**src/rtl/mem_port_arbiter.sv**
```systemverilog
// Arbitrates one single-port memory between instruction fetch and data access.
// Data wins by default; fetch is forced after MAX_IF_WAIT consecutive data grants.
//
// state    | meaning
// IDLE     | grant decision made from live requests
// SERVE_IF | fetch access in flight, waiting for mem_ack
// SERVE_DM | data access in flight, waiting for mem_ack
// DONE_IF  | if_done pulse, requests not sampled
// DONE_DM  | dm_done pulse, requests not sampled
module mem_port_arbiter #(
    parameter int ADDR_W      = 9,
    parameter int DATA_W      = 32,
    parameter int MAX_IF_WAIT = 3
) (
    input  logic              clk,
    input  logic              reset,
    input  logic              if_req,
    input  logic [ADDR_W-1:0] if_addr,
    output logic              if_done,
    output logic [DATA_W-1:0] if_rdata,
    input  logic              dm_req,
    input  logic              dm_we,
    input  logic [ADDR_W-1:0] dm_addr,
    input  logic [DATA_W-1:0] dm_wdata,
    output logic              dm_done,
    output logic [DATA_W-1:0] dm_rdata,
    output logic              mem_req,
    output logic              mem_we,
    output logic [ADDR_W-1:0] mem_addr,
    output logic [DATA_W-1:0] mem_wdata,
    input  logic              mem_ack,
    input  logic [DATA_W-1:0] mem_rdata,
    output logic              stall_if,
    output logic              stall_mem
);

    localparam int CNT_W = (MAX_IF_WAIT < 1) ? 1 : $clog2(MAX_IF_WAIT + 1);
    localparam logic [CNT_W-1:0] CNT_MAX = CNT_W'(MAX_IF_WAIT);

    typedef enum logic [2:0] {
        IDLE     = 3'd0,
        SERVE_IF = 3'd1,
        SERVE_DM = 3'd2,
        DONE_IF  = 3'd3,
        DONE_DM  = 3'd4
    } state_t;

    state_t           state;
    state_t           state_nxt;
    logic [CNT_W-1:0] cnt;
    logic             latched_we;
    logic             grant_dm;
    logic             grant_if;

    // Data loses only when a pending fetch has already waited the full budget.
    assign grant_dm = dm_req && !(if_req && (cnt == CNT_MAX));
    assign grant_if = !grant_dm && if_req;

    always_ff @(posedge clk) begin
        if (reset) begin
            state <= IDLE;
        end else begin
            state <= state_nxt;
        end
    end

    always_comb begin
        state_nxt = state;
        case (state)
            IDLE: begin
                if (grant_dm) begin
                    state_nxt = SERVE_DM;
                end else if (grant_if) begin
                    state_nxt = SERVE_IF;
                end
            end
            SERVE_IF: if (mem_ack) state_nxt = DONE_IF;
            SERVE_DM: if (mem_ack) state_nxt = DONE_DM;
            DONE_IF:  state_nxt = IDLE;
            DONE_DM:  state_nxt = IDLE;
            default:  state_nxt = IDLE;
        endcase
    end

    always_comb begin
        mem_req   = (state == SERVE_IF) || (state == SERVE_DM);
        mem_we    = (state == SERVE_DM) && latched_we;
        if_done   = (state == DONE_IF);
        dm_done   = (state == DONE_DM);
        stall_if  = if_req && !if_done;
        stall_mem = dm_req && !dm_done;
    end

    always_ff @(posedge clk) begin
        if (reset) begin
            cnt        <= '0;
            latched_we <= 1'b0;
            mem_addr   <= '0;
            mem_wdata  <= '0;
            if_rdata   <= '0;
            dm_rdata   <= '0;
        end else begin
            case (state)
                IDLE: begin
                    if (grant_dm) begin
                        mem_addr   <= dm_addr;
                        mem_wdata  <= dm_wdata;
                        latched_we <= dm_we;
                        if (!if_req) begin
                            cnt <= '0;
                        end else if (cnt != CNT_MAX) begin
                            cnt <= cnt + 1'b1;
                        end
                    end else if (grant_if) begin
                        mem_addr   <= if_addr;
                        latched_we <= 1'b0;
                        cnt        <= '0;
                    end
                end
                SERVE_IF: if (mem_ack) if_rdata <= mem_rdata;
                // Stores complete without touching the load-data register.
                SERVE_DM: if (mem_ack && !latched_we) dm_rdata <= mem_rdata;
                default: ;
            endcase
        end
    end

endmodule

```
**config.mk**
```make
export PLATFORM = sky130hd
export DESIGN_NAME = mem_port_arbiter
export DESIGN_NICKNAME = d
export VERILOG_FILES = /design/src/rtl/mem_port_arbiter.sv
export SDC_FILE = /design/constraint.sdc
export NUM_CORES = 1
export LEC_CHECK = 0
export CORE_UTILIZATION = 30
export DETAILED_ROUTE_END_ITERATION = 8
export MAX_ROUTING_LAYER = met4
export SKIP_CTS_REPAIR_TIMING = 1
export SLEW_MARGIN = 10
export SYNTH_ARGS = -nofsm -noshare
export SYNTH_HDL_FRONTEND = slang
export SYNTH_SLANG_ARGS = --single-unit
```
**constraint.sdc**
```tcl
create_clock -name clk -period 1.5 [get_ports clk]
set_input_delay 0.45 -clock clk [delete_from_list [all_inputs] [get_ports clk]]
set_output_delay 0.45 -clock clk [all_outputs]
set_load 0.005 [all_outputs]
```
Figure 1. Clock distribution (run 1).
(4 px per micron)
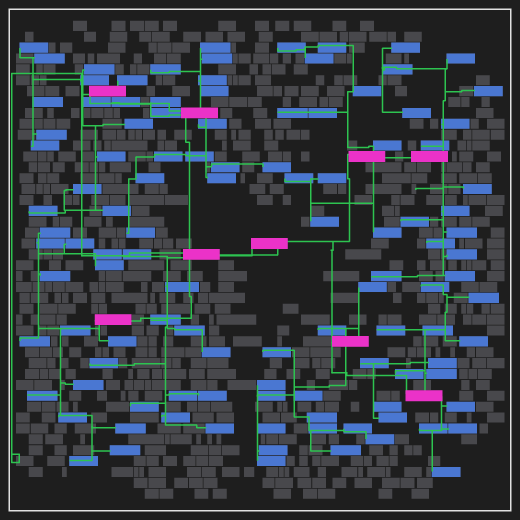
- clock wires: green (length 1580 microns)
- flip-flops: blue (count 111)
- cells driving clock nets: magenta (count 9)
- flops lie: all over the die
- routed clock nets: 10
clk_skew: 0.00602 ns
clock share of power: 30.9%
Clock net power: 2310 uW
worst skew pair latency: 0.35 ns

Figure 2. Routed metal per tile (run 1).
(3 px per micron) The die is cut into 25 by 25 equal tiles; white is low, dark blue is high, scaled to the fullest tile. Values are wire area over tile area, all layers added.
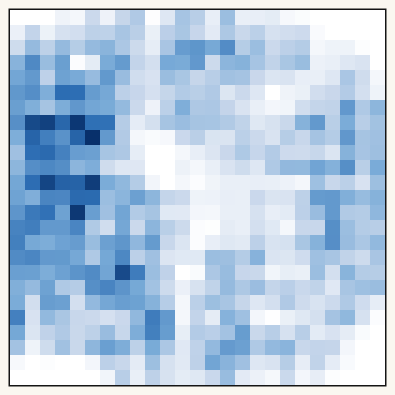
- mean over tiles: 0.18
- densest ninth of the die: left middle
- tiles over half the peak: 19%
overall global routing resource usage: 18.2%
Routed WL: 17200 microns

==> results.txt, run 1 <==
Core Rows = 44
setup TNS = -6.60 ns
share of cells above drive strength 1 = 31.1%
Levels on crit path = 5
total power per unit cell area = 871 nW/um^2
WS Path Type = register to register
status = complete, but fails checks
post-placement cell count = 875
Fin. Hold Viols = 0
flop2flop setup slack = -0.19 ns
Mapped Avg Cell Area = 8.80 sq um
Worst EP arrival = 1.98 ns
DR pass1 iterations = 7
vias = 4694
GR Overflow Total = 0
# setup viols final = 104
Chip Height = 125 microns
Top Layout Cells = 108 x dlymetal6s2s_1, 83 x clkdlybuf4s50_1, 79 x dfxtp_1, 65 x nand2b_1, 38 x a21oi_2
number of nets at floorplan = 605
r2r endpoint = cnt[0]
worst path cell trace = buf_6 > buf_8 > or3_4 > or4_4 > o2bb2ai_2
failing checks = DRC, setup timing
Fmax achieved = 591 MHz
adder share = 0.276%
Slew Limit Fails = 0
DRC Markers = 20
Dominant comb cell = simple AND/OR/NAND/NOR gates
Min Hold Slack = 0.444 ns
fin worst setup slack = -0.193 ns
Port Buffers = 198
Figure 3. Gate-type map (run 1).
(3 px per micron)
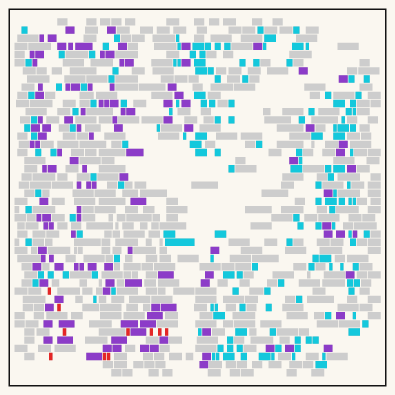
- NAND gates: cyan (cells 166; where all over the die)
- inverting AOI/OAI gates: purple (cells 123; where all over the die)
- inverters: red (cells 10)
Final Instance Count excl. Fillers: 924
most used logic cell in the final layout: dlymetal6s2s_1
multi-input gate share of total cell area: 31.2%

Figure 4. Congestion heat map (run 1).
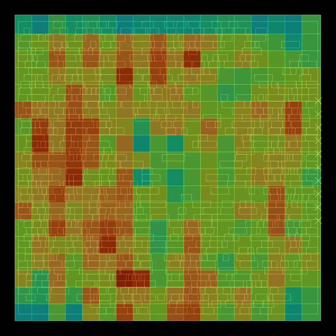
Global Route met3 Usage: 5.43%
global routing's busiest layer: met2
Final Util: 58.7%
per-cell routed wire length: 18.7 microns

-- run 1: synth_stat cells --
cell type	number	share of area, %
buf_2	8	0.88
nand4bb_1	2	0.50
or4_4	1	0.25
dfxtp_1	111	49
nor4_1	1	0.14
nor3_2	1	0.22
mux2i_1	32	7.1
o21ai_1	1	0.11
and3b_1	1	0.19
nor2_1	6	0.50
nor4bb_1	1	0.22
mux2_2	1	0.25
o2bb2ai_2	1	0.33
clkbuf_1	40	3.3
xnor2_1	1	0.19
buf_1	1	0.083
o21ai_0	34	3.7
a21oi_1	66	7.3
clkbuf_2	1	0.11
and2b_1	1	0.17
ha_1	1	0.28
buf_6	1	0.25
o31ai_1	1	0.17
inv_1	10	0.83
nand2_1	65	5.4
or3_1	1	0.14
nand4_1	33	4.5
buf_4	1	0.17
a21bo_2	1	0.22
nand3_1	1	0.11
and2_1	2	0.28
a2111oi_0	1	0.19
a221oi_1	9	1.7
nand2b_1	65	9.0
nor2b_1	4	0.55
o32ai_1	9	1.7
-- run 1: area by class of cell --
cell class	count	area, sq um
clock buffer	14	264
clock inverter	2	15.0
sequential	111	2260
multi-input combinational	345	2680
inverter	10	37.5
tap	184	230
timing repair buffer	257	3100
antenna	1	2.50
fill	1225	6050
-- run 1: metal layers --
metal	part of all wire [%]	vias up	wire length, microns	global-route usage (%)
li1	-	2233	-	-
met1	42	2266	7160	22.2
met2	50	172	8640	28.6
met3	6.4	23	1100	5.43
met4	2.0	0	340	5.67
met5	0	-	0	-
-- run 1: flip-flops by register name, summed over array words and instances (netlist names) --
signal      flops
mem_addr        9
if_rdata       32
latched_we      1
mem_wdata      32
cnt             2
dm_rdata       32
state           3
-- run 1: report_power, final --
group,total [uW],switching [uW],internal [uW]
combinational,1940,862,1080
clock,2310,1090,1220
sequential,3230,99.9,3130
total,7480,2050,5430
==> run 2, diff against run 1 <==
CTS_CLUSTER_SIZE = 30   (was unset)
==> run 2 against run 1 <==
The flow still finishes with violations (DRC, setup timing). Utilization unchanged. Critical path depth unchanged. Routed wire length unchanged. Synthesized cell count unchanged. Area after synthesis unchanged. Sequential share of layout area unchanged.
==> results.txt, run 2 <==
GR Overflow Total = 0
per-cell routed wire length = 18.7 microns
clk_skew = 0.00602 ns
Fin. Hold Viols = 0
Dominant comb cell = simple AND/OR/NAND/NOR gates
Post-synth EDFFs = 0
# setup viols final = 104
share of cells above drive strength 1 = 31.1%
fin worst setup slack = -0.193 ns
Commonest flop = dfxtp_1
post-synth top area cell = dfxtp_1
Logic area = 2680 sq um
Fillers = 1225
top cells by count = 111 x dfxtp_1, 66 x a21oi_1, 65 x nand2_1, 65 x nand2b_1, 40 x clkbuf_1
Combinational Power Share = 26.0%
Fmax achieved = 591 MHz
Seq pwr share = 43.1%
Reg area = 2260 sq um
Switch Pwr = 2050 uW
worst skew pair latency = 0.35 ns
Chip Height = 125 microns
most frequent cell after synthesis = dfxtp_1
Top cell area share = 49.0%
Mapped Avg Cell Area = 8.80 sq um
Top area cell types = dfxtp_1 49%, nand2b_1 9.0%, a21oi_1 7.3%, mux2i_1 7.1%, nand2_1 5.4%
post-placement cell count = 875
DRC Markers = 20
Yosys reg bits = 111
status = complete, but fails checks
clock buffer count from CTS = 9
WS Path Type = register to register
failing checks = DRC, setup timing
adder share = 0.276%
total power per unit cell area = 871 nW/um^2
Routed WL = 17200 microns
sw frac = 27.4%
DR pass1 iterations = 7
Final Instance Count excl. Fillers = 924
flop2flop setup slack = -0.19 ns
Final Util = 58.7%
Slew Limit Fails = 0
Top Layout Cells = 108 x dlymetal6s2s_1, 83 x clkdlybuf4s50_1, 79 x dfxtp_1, 65 x nand2b_1, 38 x a21oi_2
Worst EP arrival = 1.98 ns
Min Hold Slack = 0.444 ns
number of nets at floorplan = 605
crit-path max FO = 7
clock share of power = 30.9%
overall global routing resource usage = 18.2%
-- run 2: cell counts in the layout (fill, tap and decap cells not counted) --
Identical to the previous run, type by type.
-- run 2: worst max path at each step --
stage	startpoint	endpoint	slack [ns]	depth (start not counted)
after floorplan	state[2]	cnt[0]	-0.05	5
after global placement	dm_req	cnt[0]	-0.59	5
after detailed placement	dm_req	cnt[0]	-0.66	5
after CTS	dm_req	stall_mem	-0.62	3
after global routing	state[2]	stall_if	-0.24	4
final	state[2]	cnt[0]	-0.19	5
-- run 2: kinds of logic after synthesis --
| logic type | count (synthesis) |
|---|---|
| flops | 111 |
| mux | 33 |
| compound gates | 123 |
| simple gates | 185 |
| xor+xnor | 1 |
| buf+inv | 62 |
| fa+ha+maj | 1 |
-- run 2: power groups by stage --
stage,sequential (uW),clock (uW),combinational [uW]
after floorplan,3270,0,522
after global placement,3260,0,1310
after detailed placement,3270,0,1330
after CTS,3200,2380,1340
after global routing,3240,2520,2050
final,3230,2310,1940
-- run 2: layout make-up --
cell class | count | share of cell area [%]
Clock inverter | 2 | 0.175
Antenna cell | 1 | 0.0291
Sequential cell | 111 | 26.4
Tap cell | 184 | 2.68
Timing Repair Buffer | 257 | 36.1
Multi-Input combinational cell | 345 | 31.2
Clock buffer | 14 | 3.07
Inverter | 10 | 0.437
-- run 2: layer usage --
metal  track usage, %  vias to the layer above  part of all wire (%)
met3             5.43                       23                   6.4
li1                 -                     2233                     -
met1             22.2                     2266                    42
met4             5.67                        0                   2.0
met5                -                        -                     0
met2             28.6                      172                    50
-- run 2: critical path, stage by stage, from the launching register on --
cell       delay [ns]
dfxtp_2          0.33
buf_6            0.12
buf_8            0.12
or3_4            0.48
or4_4            0.44
o2bb2ai_2        0.13
Figure 5. Routed metal per tile (run 2).
(3 px per micron) The die is cut into 25 by 25 equal tiles; white is low, dark blue is high, scaled to the fullest tile. Values are wire area over tile area, all layers added.
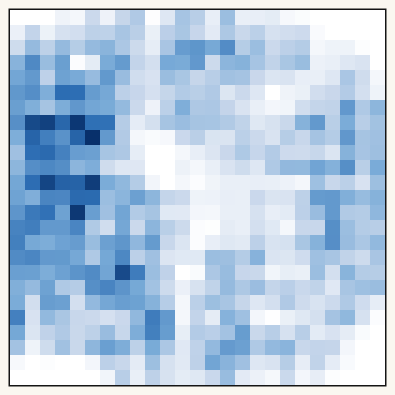
- tiles over half the peak: 19%
- nearly empty tiles: 7.8%
- mean over tiles: 0.18
- fullest tile: 0.57
- densest ninth of the die: left middle
vias: 4694

Figure 6. Nets reached from selected ports (run 2).
(4 px per micron)
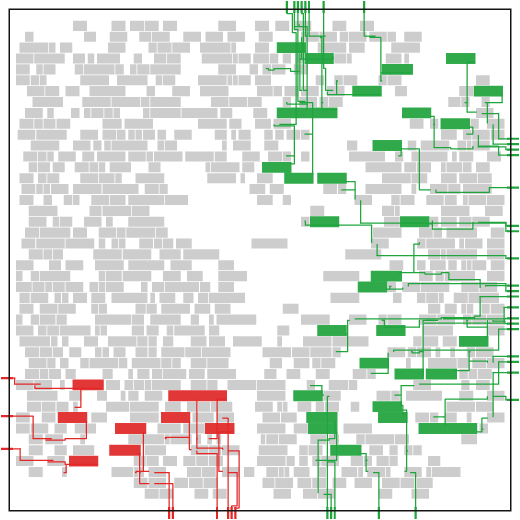
- `dm_rdata`: green (bits 32; direction output; edge 19 right, 8 top, 5 bottom; end cells 32; buffers 32; wire 1080 microns)
- `mem_addr`: red (bits 9; direction output; edge 6 bottom, 3 left; end cells 9; buffers 9; wire 275 microns)
IO Count: 199
Port Buffers: 198

Power is estimated from default activity; no workload was simulated.
